--- src/rtl/mat_result_tx.sv ---
// mat_result_tx: frames the 2x2 result matrix C into a byte stream for the UART.
// Frame: HEADER, MAT_TAG, job_id, c11, c12, c21, c22 [, XOR checksum].
// One byte is offered at a time on tx_byte/tx_valid. It is held until tx_ready.
module mat_result_tx #(
    parameter logic [7:0]  HEADER      = 8'hFF,
    parameter logic [7:0]  MAT_TAG     = 8'h02,
    parameter bit          CHECKSUM_EN = 1'b1,
    parameter int unsigned GAP_CYCLES  = 0
) (
    input  logic       clk,
    input  logic       rst,
    input  logic       start,
    input  logic [7:0] job_id,
    input  logic [7:0] c11,
    input  logic [7:0] c12,
    input  logic [7:0] c21,
    input  logic [7:0] c22,
    input  logic       tx_ready,
    output logic [7:0] tx_byte,
    output logic       tx_valid,
    output logic       busy,
    output logic       done
);
    typedef enum logic [1:0] {IDLE, SEND, GAP, DONE} state_t;

    localparam logic [2:0] LAST     = CHECKSUM_EN ? 3'd7 : 3'd6;
    // The counter is loaded with GAP_CYCLES-1 so that GAP lasts exactly GAP_CYCLES cycles.
    localparam logic [7:0] GAP_LOAD = (GAP_CYCLES > 0) ? 8'(GAP_CYCLES - 1) : 8'd0;

    state_t     state, state_nxt;
    logic [2:0] idx, idx_nxt;
    logic [7:0] gap_cnt, gap_nxt;
    logic [7:0] job_q, c11_q, c12_q, c21_q, c22_q;
    logic [7:0] csum;
    logic [7:0] byte_nxt;
    logic       cap;
    logic       xfer;

    assign xfer = tx_valid && tx_ready;
    assign csum = job_q ^ c11_q ^ c12_q ^ c21_q ^ c22_q;

    // State register; reset aborts any frame in progress at once.
    always_ff @(posedge clk or posedge rst) begin
        if (rst) state <= IDLE;
        else     state <= state_nxt;
    end

    // Next-state logic.
    always_comb begin
        state_nxt = state;
        case (state)
            IDLE: if (start) state_nxt = SEND;
            SEND: if (xfer) begin
                if (idx == LAST)         state_nxt = DONE;
                else if (GAP_CYCLES > 0) state_nxt = GAP;
                else                     state_nxt = SEND;
            end
            GAP:  if (gap_cnt == 8'd0) state_nxt = SEND;
            DONE: state_nxt = IDLE;
            default: state_nxt = IDLE;
        endcase
    end

    // Outputs and next values of the frame datapath.
    always_comb begin
        idx_nxt = idx;
        gap_nxt = gap_cnt;
        cap     = 1'b0;
        busy    = (state != IDLE);
        done    = (state == DONE);
        case (state)
            IDLE: if (start) begin
                cap     = 1'b1;
                idx_nxt = 3'd0;
            end
            SEND: if (xfer && idx != LAST) begin
                idx_nxt = idx + 3'd1;
                gap_nxt = GAP_LOAD;
            end
            GAP:  if (gap_cnt != 8'd0) gap_nxt = gap_cnt - 8'd1;
            default: ;
        endcase
        // Header is a constant, so index 0 is valid even on the capture cycle.
        case (idx_nxt)
            3'd0:    byte_nxt = HEADER;
            3'd1:    byte_nxt = MAT_TAG;
            3'd2:    byte_nxt = job_q;
            3'd3:    byte_nxt = c11_q;
            3'd4:    byte_nxt = c12_q;
            3'd5:    byte_nxt = c21_q;
            3'd6:    byte_nxt = c22_q;
            default: byte_nxt = csum;
        endcase
    end

    // Frame datapath: captured operands, byte index, gap counter and registered tx outputs.
    always_ff @(posedge clk or posedge rst) begin
        if (rst) begin
            idx      <= 3'd0;
            gap_cnt  <= 8'd0;
            job_q    <= 8'd0;
            c11_q    <= 8'd0;
            c12_q    <= 8'd0;
            c21_q    <= 8'd0;
            c22_q    <= 8'd0;
            tx_valid <= 1'b0;
            tx_byte  <= 8'h00;
        end else begin
            idx      <= idx_nxt;
            gap_cnt  <= gap_nxt;
            tx_valid <= (state_nxt == SEND);
            if (state_nxt == SEND) tx_byte <= byte_nxt;
            if (cap) begin
                job_q <= job_id;
                c11_q <= c11;
                c12_q <= c12;
                c21_q <= c21;
                c22_q <= c22;
            end
        end
    end
endmodule

--- config.mk ---
export PLATFORM = sky130hd
export DESIGN_NAME = mat_result_tx
export DESIGN_NICKNAME = d
export VERILOG_FILES = /design/src/rtl/mat_result_tx.sv
export SDC_FILE = /design/constraint.sdc
export NUM_CORES = 1
export LEC_CHECK = 0
export ABC_CLOCK_PERIOD_IN_PS = 2400
export CAP_MARGIN = 20
export CORE_UTILIZATION = 50
export CTS_BUF_LIST = sky130_fd_sc_hd__clkbuf_8
export CTS_CLUSTER_DIAMETER = 80
export CTS_CLUSTER_SIZE = 14
export DETAILED_ROUTE_END_ITERATION = 8
export PLACE_DENSITY_LB_ADDON = 0.3
export SLEW_MARGIN = 5
export SYNTH_ARGS = -nofsm -noshare
export SYNTH_HDL_FRONTEND = slang
export SYNTH_SLANG_ARGS = --single-unit
--- constraint.sdc ---
create_clock -name clk -period 2.4 [get_ports clk]
set_input_delay 0.72 -clock clk [delete_from_list [all_inputs] [get_ports clk]]
set_output_delay 0.72 -clock clk [all_outputs]
set_load 0.01 [all_outputs]
Run 1, cell placement:
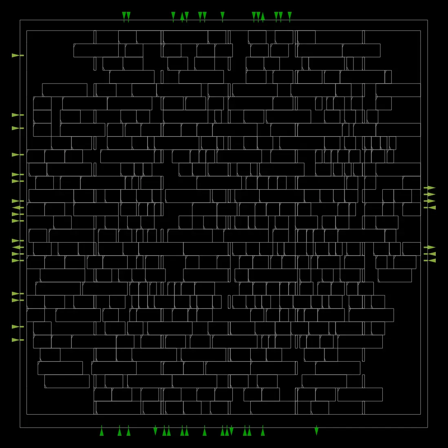
post-layout instance count excluding filler cells: 467
well tap count: 77
count of flip-flops and latches: 62
area of the placeable core: 6386 µm²

Run 1, signal wires by layer:
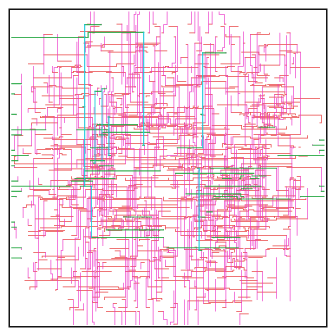
color	layer	wire length
cyan	metal 4	182 µm
green	metal 3	402 µm
red	metal 1	3180 µm
magenta	metal 2	3840 µm

==> flow_summary.rst, run 1 <==
Implementation results
======================

.. list-table::
   :header-rows: 1

   * - Metric
     - Value
   * - Required time at the worst-slack endpoint
     - 1680 ps
   * - Power share of the clock group
     - 15.2%
   * - Nets
     - 433
   * - Number of cells on the worst hold path
     - 2
   * - Pre-antenna DRT Iters
     - 5
   * - Count of multi-input combinational gates
     - 222
   * - Post-CTS Setup Bufs
     - 1
   * - Total of fill cells in the finished design
     - 481
   * - Cell with the largest stage delay on the worst path
     - sky130_fd_sc_hd__dfrtp_2
   * - Insertion Delay late pin
     - 340 ps
   * - Worst-case reg-to-reg path depth
     - 10
   * - End of the worst register-to-register path
     - tx_byte[6]$_DFFE_PP0P_
   * - Power density of the placed cells
     - 1436 nW/µm²
   * - Antenna violations before repair
     - 0
   * - Highest attainable clock frequency
     - 425.4 MHz
   * - Reported leakage power
     - 1.888 nW
   * - Layout buffer count excluding clock buffers
     - 84
   * - Most frequent logic cell in the layout
     - sky130_fd_sc_hd__dfrtp_1
   * - Biggest cell delay along the critical path
     - 500 ps
   * - Top Layer Used
     - met4
   * - Number of global-route vias before repair
     - 2754
   * - Via count
     - 2661
   * - Post-Syn Nets
     - 350
   * - Multi-input gate share of total cell area
     - 39.69%
   * - Placer Congestion
     - 0.8395
   * - Number of CTS-inserted buffers
     - 9
   * - Placed wire-length estimate after detailed placement
     - 5337 µm
   * - Hold-critical path endpoint
     - gap_cnt[7]$_DFFE_PP0P_
   * - Non-clock buffer share
     - 17.71%
   * - H-tree depth
     - 3
   * - Status
     - completed
   * - Async S/R FF share, synth
     - 100.0%
   * - Met1 Usage GRT
     - 30.06%
   * - Area added between synthesis and finish
     - 32.25%
   * - Mux contribution to synthesized area
     - 14.25%
   * - Synth Area per Inst
     - 11.04 µm²
   * - Fraction of met3 tracks used by global routing
     - 5.045%
   * - Wire length reported by the detailed router
     - 7604 µm
   * - Root buffer cell
     - sky130_fd_sc_hd__clkbuf_8
   * - Min-delay src
     - gap_cnt[7]$_DFFE_PP0P_
   * - Internal power summed over all cells
     - 4.029 mW
Run 1, pin placement:
Pins as bars across the die edge, other pins in gray.
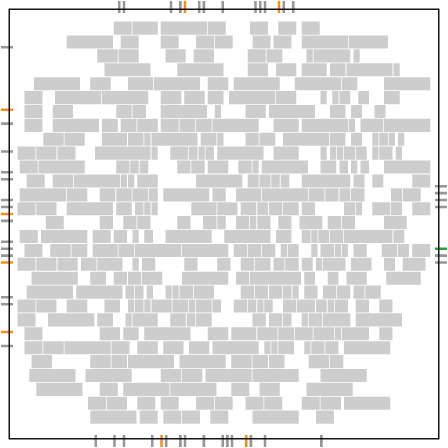
color	port	pins	direction	edge
green	`tx_valid`	1	output	right
orange	`c12`	8	input	4 left, 2 bottom, 2 top
total of buffers placed on input and output ports: 54
y dimension of the die: 83.79 µm
floorplan die width: 83.79 µm

Run 1, clock network drawn from the DEF:
Scale bar: 20 µm.
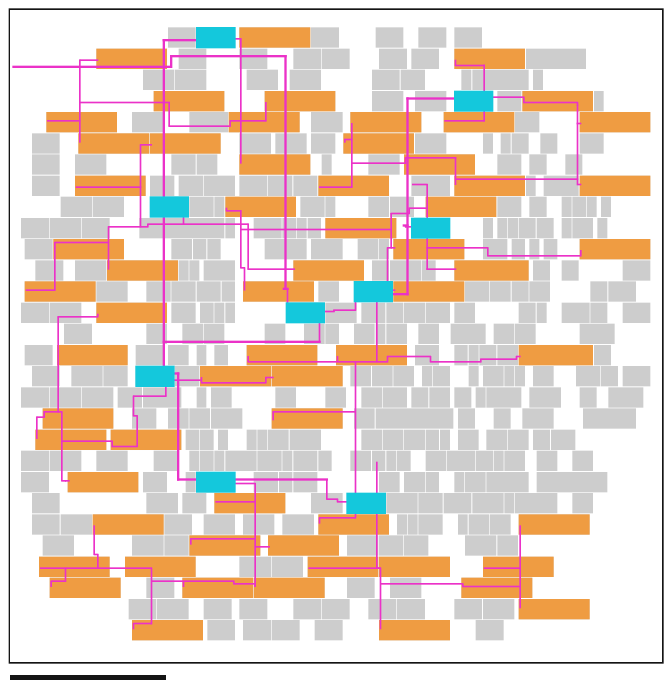
[magenta] clock wires | length: 853 µm
[cyan] clock drivers | count: 9
[orange] flip-flops | count: 62
flops lie	spread over the die

## Run 2: what changed since run 1
--- a/config.mk
+++ b/config.mk
@@ -10,7 +10,7 @@
 export CORE_UTILIZATION = 50
 export CTS_BUF_LIST = sky130_fd_sc_hd__clkbuf_8
 export CTS_CLUSTER_DIAMETER = 80
-export CTS_CLUSTER_SIZE = 14
+export CTS_CLUSTER_SIZE = 20
 export DETAILED_ROUTE_END_ITERATION = 8
 export PLACE_DENSITY_LB_ADDON = 0.3
 export SLEW_MARGIN = 5
Run 2, clock network drawn from the DEF:
Scale bar: 20 µm.
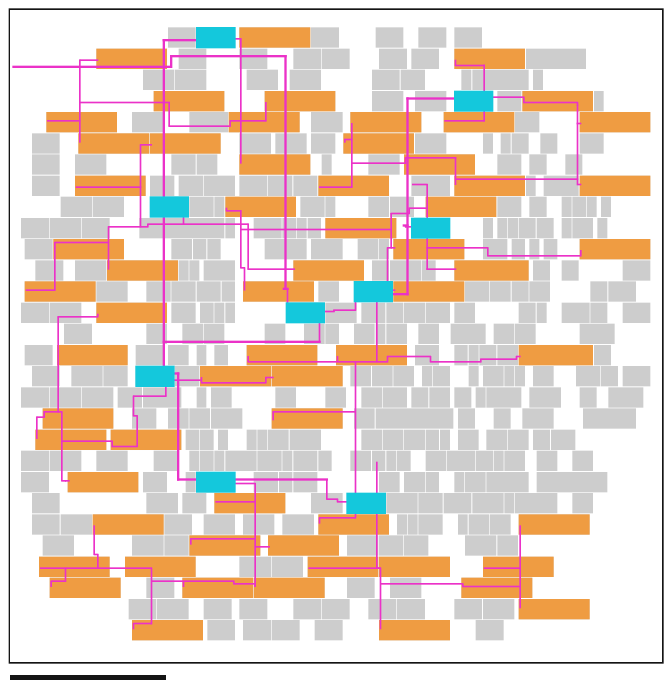
[orange] flip-flops | count: 62
[magenta] clock wires | length: 853 µm
[cyan] clock drivers | count: 9
flops lie	spread over the die
Layout Skew: 9.189 ps
clock distribution power: 0.963 mW
power share of the clock group: 15.2%
Insertion Delay late pin: 340 ps

==> run 2 against run 1 <==
  * Via count unchanged
  * First-iteration DRC count did not move
  * Critical path depth is the same
  * Final cell count stayed put
  * Final area did not move
  * Combinational power about the same
  * Total power did not move
  * Register-to-register slack barely moved
  * Setup slack unchanged
  * Highest routed layer unchanged
  * Global-route usage unchanged
  * Fmax unchanged
  * Critical endpoint unchanged
  * Core utilization unchanged
==> flow_summary.rst, run 2 <==
Implementation results
======================

.. list-table::
   :header-rows: 1

   * - Metric
     - Value
   * - Status
     - completed
   * - Post-Syn Nets
     - 350
   * - Top Layer Used
     - met4
   * - Count of multi-input combinational gates
     - 222
   * - Total of buffers placed on input and output ports
     - 54
   * - Y dimension of the die
     - 83.79 µm
   * - Nets
     - 433
   * - Synth Area per Inst
     - 11.04 µm²
   * - Reported leakage power
     - 1.888 nW
   * - Mux contribution to synthesized area
     - 14.25%
   * - Pre-antenna DRT Iters
     - 5
   * - Most frequent logic cell in the layout
     - sky130_fd_sc_hd__dfrtp_1
   * - Met1 Usage GRT
     - 30.06%
   * - Hold-critical path endpoint
     - gap_cnt[7]$_DFFE_PP0P_
   * - Worst-case reg-to-reg path depth
     - 10
   * - Multi-input gate share of total cell area
     - 39.69%
   * - Root buffer cell
     - sky130_fd_sc_hd__clkbuf_8
   * - Min-delay src
     - gap_cnt[7]$_DFFE_PP0P_
   * - Placed wire-length estimate after detailed placement
     - 5337 µm
   * - Async S/R FF share, synth
     - 100.0%
   * - Required time at the worst-slack endpoint
     - 1680 ps
   * - Via count
     - 2661
   * - Non-clock buffer share
     - 17.71%
   * - Number of global-route vias before repair
     - 2754
   * - H-tree depth
     - 3
   * - End of the worst register-to-register path
     - tx_byte[6]$_DFFE_PP0P_
   * - Power density of the placed cells
     - 1436 nW/µm²
Power figures rest on the tool's default switching activity, not on a simulated workload.
